[src/rtl/fpu_vector_sequencer.sv]
// fpu_vector_sequencer: steps test vectors through a bank of lockstep FPU channels,
// captures each channel's result on its ready edge, writes results out and compares against channel 0.
`default_nettype none

module fpu_vector_sequencer #(
    parameter int NUM_CH  = 8,
    parameter int ADDR_W  = 12,
    parameter int RES_W   = 70,
    parameter int ROM_LAT = 2,
    parameter int TIMEOUT = 256,
    parameter int CNT_W   = 16
) (
    input  logic                    clk,
    input  logic                    rst,
    input  logic                    start,
    input  logic                    stop,
    input  logic                    loop_en,
    input  logic [ADDR_W-1:0]       num_vec,
    input  logic [NUM_CH-1:0]       ch_ready,
    input  logic [NUM_CH*RES_W-1:0] ch_result,
    output logic [ADDR_W-1:0]       vec_addr,
    output logic                    fpu_start,
    output logic                    ram_wren,
    output logic [NUM_CH*RES_W-1:0] ram_data,
    output logic                    busy,
    output logic                    done,
    output logic [CNT_W-1:0]        mismatch_cnt,
    output logic [ADDR_W-1:0]       first_err_addr,
    output logic                    err_valid,
    output logic [NUM_CH-1:0]       ch_err_mask,
    output logic                    timeout_flag
);

    localparam int TW = $clog2(TIMEOUT + ROM_LAT + 1);

    localparam logic [2:0] S_IDLE  = 3'd0;
    localparam logic [2:0] S_FETCH = 3'd1;
    localparam logic [2:0] S_ISSUE = 3'd2;
    localparam logic [2:0] S_WAIT  = 3'd3;
    localparam logic [2:0] S_WRITE = 3'd4;
    localparam logic [2:0] S_NEXT  = 3'd5;
    localparam logic [2:0] S_DONE  = 3'd6;

    logic [2:0]              state;
    logic [TW-1:0]           timer;
    logic [NUM_CH-1:0]       ready_q;
    logic [NUM_CH-1:0]       seen;
    logic [NUM_CH-1:0]       ready_edge;
    logic [NUM_CH-1:0]       seen_next;
    logic [NUM_CH-1:0]       diff;
    logic [NUM_CH*RES_W-1:0] cap;
    logic [ADDR_W-1:0]       last_addr;

    // Ready edges only count while waiting; edges in other states are dropped.
    assign ready_edge = ch_ready & ~ready_q & {NUM_CH{state == S_WAIT}};
    assign seen_next  = seen | ready_edge;

    always_comb begin
        diff = '0;
        for (int i = 1; i < NUM_CH; i++) begin
            diff[i] = (cap[i*RES_W +: RES_W] != cap[0 +: RES_W]);
        end
    end

    assign fpu_start = (state == S_ISSUE);
    assign ram_wren  = (state == S_WRITE);
    assign busy      = (state != S_IDLE) && (state != S_DONE);
    assign done      = (state == S_DONE);
    assign ram_data  = cap;

    always_ff @(posedge clk) begin
        if (rst) begin
            ready_q <= '0;
        end else begin
            ready_q <= ch_ready;
        end
    end

    always_ff @(posedge clk) begin
        if (rst) begin
            state          <= S_IDLE;
            timer          <= '0;
            seen           <= '0;
            cap            <= '0;
            vec_addr       <= '0;
            last_addr      <= '0;
            mismatch_cnt   <= '0;
            first_err_addr <= '0;
            err_valid      <= 1'b0;
            ch_err_mask    <= '0;
            timeout_flag   <= 1'b0;
        end else begin
            for (int i = 0; i < NUM_CH; i++) begin
                if (ready_edge[i]) begin
                    cap[i*RES_W +: RES_W] <= ch_result[i*RES_W +: RES_W];
                end
            end
            case (state)
                S_IDLE, S_DONE: begin
                    if (start) begin
                        mismatch_cnt   <= '0;
                        first_err_addr <= '0;
                        err_valid      <= 1'b0;
                        ch_err_mask    <= '0;
                        timeout_flag   <= 1'b0;
                        vec_addr       <= '0;
                        timer          <= '0;
                        last_addr      <= num_vec - 1'b1;
                        state          <= (num_vec == '0) ? S_DONE : S_FETCH;
                    end
                end
                S_FETCH: begin
                    if (timer == TW'(ROM_LAT - 1)) begin
                        timer <= '0;
                        state <= S_ISSUE;
                    end else begin
                        timer <= timer + 1'b1;
                    end
                end
                S_ISSUE: begin
                    seen  <= '0;
                    timer <= '0;
                    state <= S_WAIT;
                end
                S_WAIT: begin
                    seen <= seen_next;
                    if (&seen_next) begin
                        state <= S_WRITE;
                    end else if (timer == TW'(TIMEOUT - 1)) begin
                        timeout_flag <= 1'b1;
                        ch_err_mask  <= ch_err_mask | ~seen_next;
                        state        <= S_WRITE;
                    end else begin
                        timer <= timer + 1'b1;
                    end
                end
                S_WRITE: begin
                    if (|diff) begin
                        if (mismatch_cnt != {CNT_W{1'b1}}) begin
                            mismatch_cnt <= mismatch_cnt + 1'b1;
                        end
                        ch_err_mask <= ch_err_mask | diff;
                        if (!err_valid) begin
                            first_err_addr <= vec_addr;
                            err_valid      <= 1'b1;
                        end
                    end
                    state <= S_NEXT;
                end
                S_NEXT: begin
                    timer <= '0;
                    if (vec_addr != last_addr) begin
                        vec_addr <= vec_addr + 1'b1;
                        state    <= S_FETCH;
                    end else if (loop_en && !stop) begin
                        vec_addr <= '0;
                        state    <= S_FETCH;
                    end else begin
                        state <= S_DONE;
                    end
                end
                default: state <= S_IDLE;
            endcase
        end
    end

endmodule

`default_nettype wire

[config.mk]
export PLATFORM = sky130hd
export DESIGN_NAME = fpu_vector_sequencer
export DESIGN_NICKNAME = d
export VERILOG_FILES = /design/src/rtl/fpu_vector_sequencer.sv
export SDC_FILE = /design/constraint.sdc
export NUM_CORES = 2
export LEC_CHECK = 0
export CELL_PAD_IN_SITES_DETAIL_PLACEMENT = 1
export CELL_PAD_IN_SITES_GLOBAL_PLACEMENT = 2
export CORE_AREA = 2 2 467 469
export CTS_CLUSTER_SIZE = 20
export DETAILED_ROUTE_END_ITERATION = 7
export DIE_AREA = 0 0 469 471
export GPL_ROUTABILITY_DRIVEN = 0
export MAX_ROUTING_LAYER = met4
export PLACE_DENSITY = 0.62
export SLEW_MARGIN = 10
export SYNTH_ARGS = -nofsm -noshare
export SYNTH_HDL_FRONTEND = slang
export SYNTH_SLANG_ARGS = --single-unit
[constraint.sdc]
create_clock -name clk -period 3.41 [get_ports clk]
set_input_delay 0.341 -clock clk [delete_from_list [all_inputs] [get_ports clk]]
set_output_delay 0.341 -clock clk [all_outputs]
set_load 0.05 [all_outputs]
**Where the registers sit**

The bar under the picture is 100 um long. Other sequential cells in the stronger grey, the rest of the logic in the fainter grey.
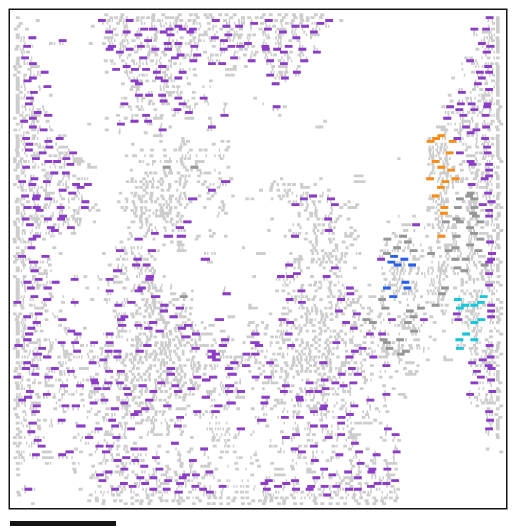
[`last_addr`] cyan | placed flops: 12 | where: right middle
[`ram_data`] purple | placed flops: 560 | where: all over the die
[`mismatch_cnt`] orange | placed flops: 16
[`timer`] blue | placed flops: 9 | where: right middle
not coloured: 53
flip-flop and latch share of the layout cell area: 26.7%
Final Core Density: 22.8%
power attributed to sequential cells: 0.00820 W
flip-flop and latch area: 0.0132 mm^2

**Clock nets**

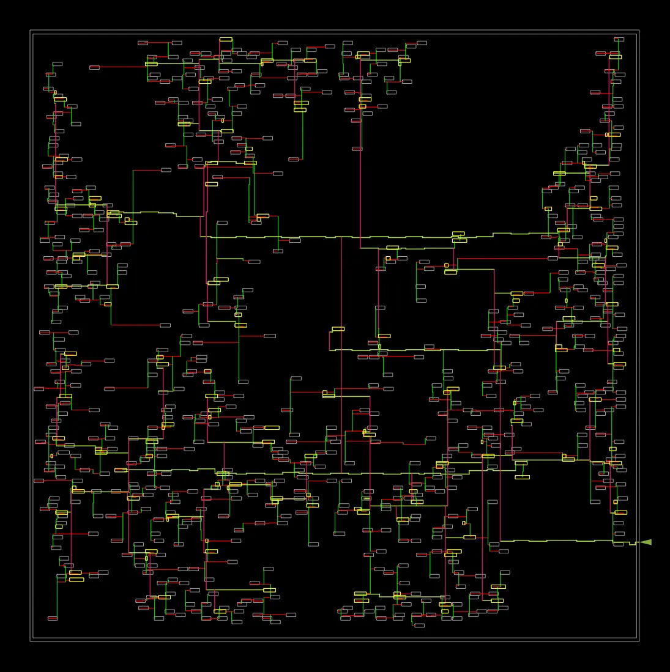
sequential cell count: 650
Skew-Pair Late Insertion Delay: 760 ps
setup clock skew after layout: 46.5 ps
clock group power: 0.0103 W
number of clock-tree buffers in the layout: 128

==> summary.rpt <==
RUN METRICS
----------------------------------------------------
[Run status]
  Outcome ........................ complete, no violations

[Placement]
  Placed Instances ........................ about 7700
  Count of input and output buffers ........................ 1198
  Worst slack at placement ........................ -464 ps

[GRT]
  First-pass GRT wire length ........................ 370 mm
  GRT Residual Overflow ........................ 0
  Number of global-route vias before repair ........................ roughly 34000
  Global-route total usage across every layer ........................ between 20% and 30%

[Yosys]
  Proportion of netlist area held by the largest area contributor ........................ 44.9%
  Most frequent cell after synthesis ........................ sky130_fd_sc_hd__nand2_1
  Synth Seq Share ........................ 44.9%
  Basic-gate share of the synthesized area counting and, or, nand and nor cells ........................ 21.6%

[Clock tree]
  CTS H-Tree Depth ........................ 3
  Number of hold buffers added after CTS ........................ 1
  Clock Root Buffer ........................ sky130_fd_sc_hd__clkbuf_16
  Clock buffer depth ........................ 3
  Number of instances resized during post-cts repair ........................ 55

[Detailed routing]
  Vias per std cell ........................ 4.26
  Via count ........................ between 30000 and 40000
  Detailed-route DRC error count ........................ 0

[Power]
  Power in combinational cells ........................ 0.00432 W
  Heaviest power group ........................ clock

[Layout]
  Leading cell category by total area ........................ logic gates
  Cell area after layout ........................ just under 0.05 mm^2
  Final-layout fill cell count ........................ 25400
  Signal buf overhead ........................ 28.9%
  Total number of multi-input combinational cells ........................ 2700
  Buffer count excluding the clock tree in the final layout ........................ 1456

[Final timing]
  Period utilisation layout ........................ 98.8%
  Final count of hold timing violations ........................ 0

----------------------------------------------------
No activity file was given, so power comes from the tool's default toggle rates.
